<file path="config.mk">
export PLATFORM = sky130hd
export DESIGN_NAME = sponge_ctrl_flat
export DESIGN_NICKNAME = d
export VERILOG_FILES = /design/src/rtl/sponge_pkg.sv /design/src/rtl/sponge_ctrl_if.sv /design/src/rtl/sponge_round_ctr.sv /design/src/rtl/sponge_ctrl.sv /design/src/flat_wrapper.sv
export SDC_FILE = /design/constraint.sdc
export NUM_CORES = 1
export LEC_CHECK = 0
export ABC_AREA = 1
export CAP_MARGIN = 30
export CORE_UTILIZATION = 35
export DETAILED_ROUTE_END_ITERATION = 8
export PLACE_DENSITY = 0.59
export SLEW_MARGIN = 20
export SYNTH_ARGS = -nofsm -noshare
export SYNTH_HDL_FRONTEND = slang
export SYNTH_SLANG_ARGS = --single-unit
</file>
<file path="constraint.sdc">
create_clock -name clk -period 2.7 [get_ports clk]
set_input_delay 0.27 -clock clk [delete_from_list [all_inputs] [get_ports clk]]
set_output_delay 0.27 -clock clk [all_outputs]
set_load 0.02 [all_outputs]
</file>
<file path="src/rtl/sponge_pkg.sv">
// Shared types and constants for the sponge construction controller.
// Modes, FSM states and the rate in bytes for each mode.
package sponge_pkg;

    typedef enum logic [1:0] {
        ModeShake128 = 2'd0,
        ModeShake256 = 2'd1,
        ModeSha3_256 = 2'd2,
        ModeSha3_512 = 2'd3
    } mode_t;

    typedef enum logic [2:0] {
        StIdle,
        StWaitAbsorb,
        StPermute,
        StDump,
        StSqueeze
    } state_t;

    localparam int unsigned RateShake128 = 168;
    localparam int unsigned RateShake256 = 136;
    localparam int unsigned RateSha3_256 = 136;
    localparam int unsigned RateSha3_512 = 72;

    localparam int unsigned NumRoundsDefault = 24;

    function automatic int unsigned rate_bytes(input mode_t mode);
        int unsigned rate;
        unique case (mode)
            ModeShake128: rate = RateShake128;
            ModeShake256: rate = RateShake256;
            ModeSha3_256: rate = RateSha3_256;
            ModeSha3_512: rate = RateSha3_512;
            default:      rate = RateShake128;
        endcase
        return rate;
    endfunction

    // Only the SHAKE modes may emit more than one output block.
    function automatic logic is_xof(input mode_t mode);
        return (mode == ModeShake128) || (mode == ModeShake256);
    endfunction

endpackage

</file>
<file path="src/rtl/sponge_ctrl_if.sv">
// Handshake and datapath-control signals between the sponge controller and its
// environment; the controller takes the slave side.
interface sponge_ctrl_if #(
    parameter int unsigned CNT_W = 16,
    parameter int unsigned IDX_W = 5
);
    logic             start_i;
    logic [1:0]       mode_i;
    logic [CNT_W-1:0] out_blocks_i;
    logic             in_valid_i;
    logic             in_last_i;
    logic             in_ready_o;
    logic             absorb_en_o;
    logic             state_clr_o;
    logic             round_en_o;
    logic [IDX_W-1:0] round_idx_o;
    logic [1:0]       rate_sel_o;
    logic             out_valid_o;
    logic             out_last_o;
    logic             out_ready_i;
    logic             busy_o;

    modport master (
        output start_i, mode_i, out_blocks_i, in_valid_i, in_last_i, out_ready_i,
        input  in_ready_o, absorb_en_o, state_clr_o, round_en_o, round_idx_o, rate_sel_o,
               out_valid_o, out_last_o, busy_o
    );

    modport slave (
        input  start_i, mode_i, out_blocks_i, in_valid_i, in_last_i, out_ready_i,
        output in_ready_o, absorb_en_o, state_clr_o, round_en_o, round_idx_o, rate_sel_o,
               out_valid_o, out_last_o, busy_o
    );
endinterface

</file>
<file path="src/rtl/sponge_round_ctr.sv">
// Permutation round counter: steps by ROUNDS_PER_CYCLE and wraps to 0 after the
// final step, flagging that final step.
module sponge_round_ctr #(
    parameter int unsigned NUM_ROUNDS       = 24,
    parameter int unsigned ROUNDS_PER_CYCLE = 1,
    parameter int unsigned IDX_W            = 5
) (
    input  logic             clk,
    input  logic             rst,
    input  logic             clr,
    input  logic             en,
    output logic [IDX_W-1:0] idx,
    output logic             last
);
    localparam logic [IDX_W-1:0] LastIdx = IDX_W'(NUM_ROUNDS - ROUNDS_PER_CYCLE);
    localparam logic [IDX_W-1:0] Step    = IDX_W'(ROUNDS_PER_CYCLE);

    logic [IDX_W-1:0] idx_q;

    always_ff @(posedge clk or posedge rst) begin
        if (rst) begin
            idx_q <= '0;
        end else if (clr) begin
            idx_q <= '0;
        end else if (en) begin
            idx_q <= last ? '0 : idx_q + Step;
        end
    end

    assign idx  = idx_q;
    assign last = (idx_q == LastIdx);

endmodule

</file>
<file path="src/rtl/sponge_ctrl.sv">
// Sponge construction sequencer: absorbs padded rate blocks, runs the permutation
// and hands out squeezed blocks, driving the state datapath's control strobes.
module sponge_ctrl import sponge_pkg::*; #(
    parameter int unsigned NUM_ROUNDS       = NumRoundsDefault,
    parameter int unsigned ROUNDS_PER_CYCLE = 1,
    parameter int unsigned CNT_W            = 16
) (
    input  logic          clk,
    input  logic          rst,
    sponge_ctrl_if.slave  bus
);
    localparam int unsigned IdxW = (NUM_ROUNDS > 1) ? $clog2(NUM_ROUNDS) : 1;

    if (ROUNDS_PER_CYCLE == 0) begin : g_bad_step
        $error("ROUNDS_PER_CYCLE must be non-zero");
    end else if (NUM_ROUNDS % ROUNDS_PER_CYCLE != 0) begin : g_bad_rounds
        $error("NUM_ROUNDS must be a multiple of ROUNDS_PER_CYCLE");
    end

    state_t           state_q;
    mode_t            mode_q;
    logic [CNT_W-1:0] remaining_q;
    logic             last_q;
    logic             busy_q;
    logic             round_en_q;
    logic             out_valid_q;
    logic             out_last_q;

    logic             start_ok;
    logic             in_ready;
    logic             accept;
    logic             ctr_last;
    logic [IdxW-1:0]  ctr_idx;
    logic [CNT_W-1:0] start_count;

    assign start_ok = (state_q == StIdle) && bus.start_i && !rst;
    assign in_ready = (state_q == StWaitAbsorb) ||
                      ((state_q == StPermute) && ctr_last && !last_q);
    assign accept   = in_ready && bus.in_valid_i;

    // Fixed-output modes and a zero request both produce exactly one block.
    always_comb begin
        start_count = bus.out_blocks_i;
        if (!is_xof(mode_t'(bus.mode_i)) || (bus.out_blocks_i == '0)) begin
            start_count = CNT_W'(1);
        end
    end

    sponge_round_ctr #(
        .NUM_ROUNDS       (NUM_ROUNDS),
        .ROUNDS_PER_CYCLE (ROUNDS_PER_CYCLE),
        .IDX_W            (IdxW)
    ) u_round_ctr (
        .clk  (clk),
        .rst  (rst),
        .clr  (start_ok || accept),
        .en   (round_en_q),
        .idx  (ctr_idx),
        .last (ctr_last)
    );

    always_ff @(posedge clk or posedge rst) begin
        if (rst) begin
            state_q     <= StIdle;
            mode_q      <= ModeShake128;
            remaining_q <= '0;
            last_q      <= 1'b0;
            busy_q      <= 1'b0;
            round_en_q  <= 1'b0;
            out_valid_q <= 1'b0;
            out_last_q  <= 1'b0;
        end else begin
            unique case (state_q)
                StIdle: begin
                    if (bus.start_i) begin
                        mode_q      <= mode_t'(bus.mode_i);
                        remaining_q <= start_count;
                        last_q      <= 1'b0;
                        busy_q      <= 1'b1;
                        state_q     <= StWaitAbsorb;
                    end
                end
                StWaitAbsorb: begin
                    if (bus.in_valid_i) begin
                        last_q     <= bus.in_last_i;
                        round_en_q <= 1'b1;
                        state_q    <= StPermute;
                    end
                end
                StPermute: begin
                    if (ctr_last) begin
                        if (last_q) begin
                            round_en_q  <= 1'b0;
                            out_valid_q <= 1'b1;
                            out_last_q  <= (remaining_q == CNT_W'(1));
                            state_q     <= StDump;
                        end else if (bus.in_valid_i) begin
                            // Back-to-back block: the counter wraps and rounds keep running.
                            last_q <= bus.in_last_i;
                        end else begin
                            round_en_q <= 1'b0;
                            state_q    <= StWaitAbsorb;
                        end
                    end
                end
                StDump: begin
                    if (bus.out_ready_i) begin
                        remaining_q <= remaining_q - CNT_W'(1);
                        out_valid_q <= 1'b0;
                        out_last_q  <= 1'b0;
                        if (out_last_q) begin
                            busy_q  <= 1'b0;
                            state_q <= StIdle;
                        end else begin
                            round_en_q <= 1'b1;
                            state_q    <= StSqueeze;
                        end
                    end
                end
                StSqueeze: begin
                    if (ctr_last) begin
                        round_en_q  <= 1'b0;
                        out_valid_q <= 1'b1;
                        out_last_q  <= (remaining_q == CNT_W'(1));
                        state_q     <= StDump;
                    end
                end
                default: state_q <= StIdle;
            endcase
        end
    end

    assign bus.in_ready_o  = in_ready;
    assign bus.absorb_en_o = accept;
    assign bus.state_clr_o = start_ok;
    assign bus.round_en_o  = round_en_q;
    assign bus.round_idx_o = ctr_idx;
    assign bus.rate_sel_o  = mode_q;
    assign bus.out_valid_o = out_valid_q;
    assign bus.out_last_o  = out_last_q;
    assign bus.busy_o      = busy_q;

endmodule

</file>
<file path="src/flat_wrapper.sv">
// flat-port wrapper written by rule: the top's interface ports become plain ports
module sponge_ctrl_flat import sponge_pkg::*;
#(
    parameter int unsigned NUM_ROUNDS       = NumRoundsDefault,
    parameter int unsigned ROUNDS_PER_CYCLE = 1,
    parameter int unsigned CNT_W            = 16
)
  (clk, rst, bus_start_i, bus_mode_i, bus_out_blocks_i, bus_in_valid_i, bus_in_last_i, bus_out_ready_i, bus_in_ready_o, bus_absorb_en_o, bus_state_clr_o, bus_round_en_o, bus_round_idx_o, bus_rate_sel_o, bus_out_valid_o, bus_out_last_o, bus_busy_o);
  sponge_ctrl_if #(.CNT_W(CNT_W), .IDX_W(($clog2((24))))) bus_i ();
  input  logic clk;
  input  logic rst;
  input wire logic [$bits(bus_i.start_i)-1:0] bus_start_i;
  input wire logic [$bits(bus_i.mode_i)-1:0] bus_mode_i;
  input wire logic [$bits(bus_i.out_blocks_i)-1:0] bus_out_blocks_i;
  input wire logic [$bits(bus_i.in_valid_i)-1:0] bus_in_valid_i;
  input wire logic [$bits(bus_i.in_last_i)-1:0] bus_in_last_i;
  input wire logic [$bits(bus_i.out_ready_i)-1:0] bus_out_ready_i;
  output wire logic [$bits(bus_i.in_ready_o)-1:0] bus_in_ready_o;
  output wire logic [$bits(bus_i.absorb_en_o)-1:0] bus_absorb_en_o;
  output wire logic [$bits(bus_i.state_clr_o)-1:0] bus_state_clr_o;
  output wire logic [$bits(bus_i.round_en_o)-1:0] bus_round_en_o;
  output wire logic [$bits(bus_i.round_idx_o)-1:0] bus_round_idx_o;
  output wire logic [$bits(bus_i.rate_sel_o)-1:0] bus_rate_sel_o;
  output wire logic [$bits(bus_i.out_valid_o)-1:0] bus_out_valid_o;
  output wire logic [$bits(bus_i.out_last_o)-1:0] bus_out_last_o;
  output wire logic [$bits(bus_i.busy_o)-1:0] bus_busy_o;
  assign bus_i.start_i = bus_start_i;
  assign bus_i.mode_i = bus_mode_i;
  assign bus_i.out_blocks_i = bus_out_blocks_i;
  assign bus_i.in_valid_i = bus_in_valid_i;
  assign bus_i.in_last_i = bus_in_last_i;
  assign bus_i.out_ready_i = bus_out_ready_i;
  assign bus_in_ready_o = bus_i.in_ready_o;
  assign bus_absorb_en_o = bus_i.absorb_en_o;
  assign bus_state_clr_o = bus_i.state_clr_o;
  assign bus_round_en_o = bus_i.round_en_o;
  assign bus_round_idx_o = bus_i.round_idx_o;
  assign bus_rate_sel_o = bus_i.rate_sel_o;
  assign bus_out_valid_o = bus_i.out_valid_o;
  assign bus_out_last_o = bus_i.out_last_o;
  assign bus_busy_o = bus_i.busy_o;
  sponge_ctrl #(.NUM_ROUNDS(NUM_ROUNDS), .ROUNDS_PER_CYCLE(ROUNDS_PER_CYCLE), .CNT_W(CNT_W)) u_core (.clk(clk), .rst(rst), .bus(bus_i));
endmodule
</file>
run_1/met1.png
Drawn at 6 px/µm. Supply wires on this layer in gray. Cells faint in the background.
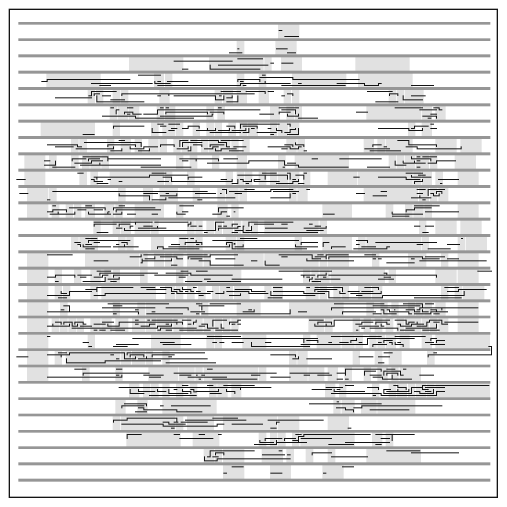
The wires run mostly horizontal. The layer carries 2610 µm of wire. 366 nets have wire on it. The layer holds 46% of the routed length.
Routed WL: 5650 µm
Vias: 2244
grt met1 use: 23.9%

run_1/density.png
Drawn at 4 px/µm. The die is cut into 8 by 8 equal tiles; dark blue is low, red is high, 0 to 100% covered.
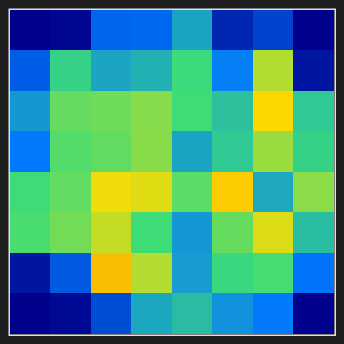
9.4% of the tiles are nearly empty. The mean over all tiles is 40%. The fullest tile reaches 78%. 4.7% of the tiles are over 75% full.

==> reports/results.tsv, run 1 <==
metric	value	unit
powerClk	0.000426	W
numCtsBuffers	5	
synthCells	342	
synthFlopType	dfrtp_1	
htreeDepth	2	
switchingPower	0.00144	W
tool_warnings	27	
synthesis.nets	369	
drt_iter0_markers	81	
topCombFamilyByArea	simple AND/OR/NAND/NOR gates	
root_buffer	clkbuf_8	
fp.coreArea	5990	µm²
combinationalPowerShare	56.5	%
grt_overflow	0	
ys_ff	31	
fp_util	36.5	%
cts_hold_buf	0	
path_delay_family	buffers and inverters	
ant_nets	0	
setup-tns-final	0	ns
status	completed	
edf_count	0	
die_y	81.1	µm
adder_share	1.71	%
critPathCaptureType	primary output	
worstMarginPinSlew	0.434	ns
vias_per_cell	4.89	
finalCritPeriodShare	87.5	%
hold_path_class	in2async	
track_usage	19.3	%
cts_tree	built	
power_frac_clock	14.5	%
run_1/cell_classes.png
Drawn at 4 px/µm.
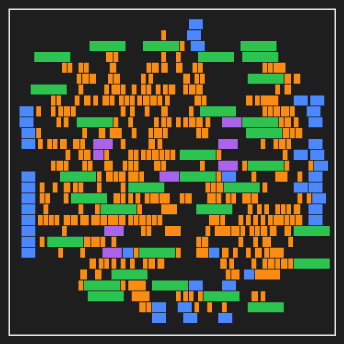
Key: other buffers and delay cells = blue [cells 40]; flip-flops = green [cells 31]; clock drivers and dummy loads = purple [cells 8]; all other logic = orange [cells 305]
flop share of the area: 28.3%
row cnt: 28

run_1/final_placement.png
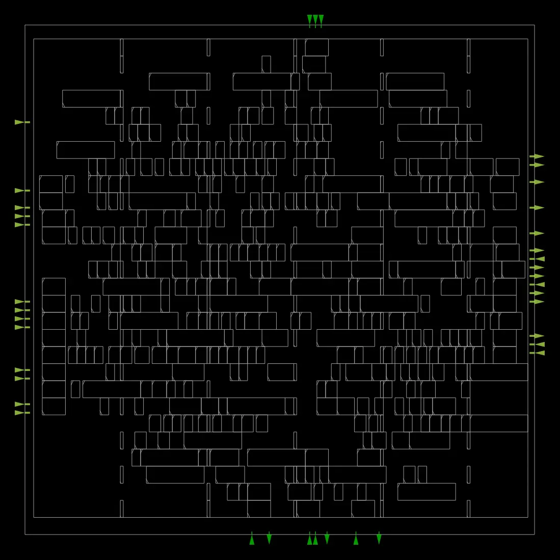
Flop Count: 31
fin util: 45.7%

==> run 1: cell type report <==
type,count,area (µm²)
clock buffer,7,96.3
sequential,31,776
fill,622,3250
multi-input combinational,268,1230
tap,75,93.8
clock inverter,1,7.51
timing repair buffer,40,393
inverter,37,144
==> run 1: metal layers <==
layer / global-route usage, % / vias up / part of all wire (%)
met1: 23.9 / 1008 / 46
li1: - / 1179 / -
met5: 0 / - / 0
met2: 32.8 / 50 / 48
met3: 3.71 / 7 / 4.5
met4: 8.04 / 0 / 1.3
==> run 1: flip-flops by register name (all words and copies together), names as in the netlist <==
register	count
u_core.u_round_ctr.idx	5
u_core.bus.round_en_o	1
u_core.remaining_q	16
u_core.last_q	1
u_core.bus.rate_sel_o	2
u_core.bus.busy_o	1
u_core.bus.out_last_o	1
u_core.bus.out_valid_o	1
u_core.state_q	3
==> run 1: path summary, 6_finish.rpt <==
kind,start,end,slack [ns],cells past startpoint
setup / recovery,u_core.u_round_ctr.idx[0]$_DFFE_PP0P_,bus_absorb_en_o,0.34,8
hold / removal,rst,u_core.last_q$_DFFE_PP0P_,0.36,2
setup reg to reg,u_core.state_q[1]$_DFFE_PP0P_,u_core.remaining_q[4]$_DFFE_PP0P_,0.98,9
hold reg to reg,u_core.bus.rate_sel_o[0]$_DFFE_PP0N_,u_core.bus.rate_sel_o[0]$_DFFE_PP0N_,0.48,2
max in group asynchronous,rst,u_core.remaining_q[9]$_DFFE_PP0P_,1.67,3
min in group clk,u_core.bus.rate_sel_o[0]$_DFFE_PP0N_,u_core.bus.rate_sel_o[0]$_DFFE_PP0N_,0.48,2
==> run 1: per-stage QoR <==
stage                     setup slack [ns]  utilization, %
after CTS                            0.324            45.7
after detailed placement             0.640            44.0
after global routing                 0.143            45.7
after floorplan                      0.960               -
final                                0.336            45.7
after global placement               0.701            44.0
==> run 2: changes to the inputs <==
--- a/config.mk
+++ b/config.mk
@@ -10,4 +10,5 @@
 export CORE_UTILIZATION = 35
 export DETAILED_ROUTE_END_ITERATION = 8
+export GPL_TIMING_DRIVEN = 0
 export PLACE_DENSITY = 0.59
 export SLEW_MARGIN = 20
==> constraint.sdc (replaced) <==
create_clock -name clk -period 2.7 [get_ports clk]
set_input_delay 0.54 -clock clk [delete_from_list [all_inputs] [get_ports clk]]
set_output_delay 0.54 -clock clk [all_outputs]
set_load 0.02 [all_outputs]
==> run 2 against run 1 <==
Register-to-register slack better by 0.12 ns. Global-route usage hardly changed. Core utilization is 0.17 points higher. Die size stayed put. Worst hold slack better by 0.12 ns. Largest cell class unchanged. Wire length is 1.5% higher. Via count is 1.5% higher. Setup slack worse by 0.16 ns. Combinational power is 3% higher. Non-clock buffer count is 3 higher. Largest power group unchanged. Clock power is 12% lower. Sequential cell count stayed put.
==> reports/results.tsv, run 2 <==
metric	value	unit
setup_slack	0.173	ns
switchingPower	0.00145	W
cts_hold_buf	0	
adder_share	1.71	%
tool_warnings	27	
hp-start	u_core.bus.busy_o$_DFFE_PP0P_	
use_met3	3.71	%
ant_nets	0	
status	completed	
grt_use_met1	24.4	%
vias_per_cell	4.94	
place_ws	0.177	ns
worstSetupStartpoint	bus_start_i	
critPathCaptureType	primary output	
synthFlopType	dfrtp_1	
largest_register	u_core.remaining_q	
r2r_cells	10	
track_usage	19.3	%
r2r-start	u_core.u_round_ctr.idx[0]$_DFFE_PP0P_	
cts_tree	built	
fin_util	45.9	%
powerClk	0.000375	W
ys_ff	31	
drt_iter0_markers	97	
grt_util_met2	33.2	%
==> run 2: cell counts after synthesis <==
No cell type changed its count.
==> run 2: repair_timing <==
item / CTS / global route
endpoints found under the setup margin: 1 / 1
endpoints found under the hold margin: 0 / 0
resized: 1 / 1
==> run 2: layout make-up <==
type	count	area (µm²)	share of cell area, %
plain buffers	6	41.3	1.50
clock buffers	6	82.6	3.00
clock inverters	1	5.00	0.182
inverters	37	144	5.23
multi-input cells	268	1230	44.9
flip-flops and latches	31	776	28.2
well taps	75	93.8	3.41
repair buffers	37	373	13.6
==> run 2: worst min path at each step <==
stage,endpoint,slack (ns),depth (start not counted)
after floorplan,u_core.remaining_q[15]$_DFFE_PP0P_,0.47,2
after global placement,u_core.bus.busy_o$_DFFE_PP0P_,0.46,2
after detailed placement,u_core.bus.busy_o$_DFFE_PP0P_,0.46,2
after CTS,u_core.bus.busy_o$_DFFE_PP0P_,0.48,2
after global routing,u_core.bus.busy_o$_DFFE_PP0P_,0.50,2
final,u_core.bus.busy_o$_DFFE_PP0P_,0.48,2
==> run 2: critical path: cells and delay by family <==
family                 cells  cell delay (ns)
and+or+nand+nor            2             0.18
buffers and inverters      3             1.27
==> run 2: layer usage <==
| metal | up-vias | part of all wire, % |
|---|---|---|
| met3 | 5 | 4.9 |
| met5 | - | 0 |
| li1 | 1174 | - |
| met2 | 56 | 47 |
| met4 | 0 | 0.87 |
| met1 | 1042 | 47 |
==> run 2: cell families (layout without fill, tap and decap cells) <==
kind of cell / count (synthesis) / count (layout)
buf+inv: 43 / 87
flops: 31 / 31
compound gates: 38 / 38
simple gates: 226 / 226
fa+ha+maj: 3 / 3
xor+xnor: 1 / 1
run_2/density.png
Drawn at 4 px/µm. The die is cut into 8 by 8 equal tiles; dark blue is low, red is high, 0 to 100% covered.
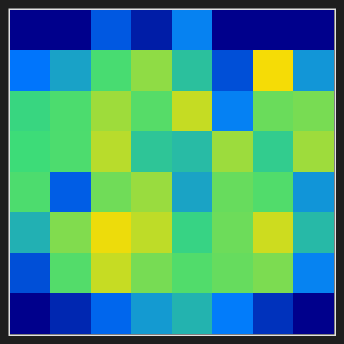
The fullest tile reaches 74%. The mean over all tiles is 40%. 11% of the tiles are nearly empty.

Power figures rest on the tool's default switching activity, not on a simulated workload.
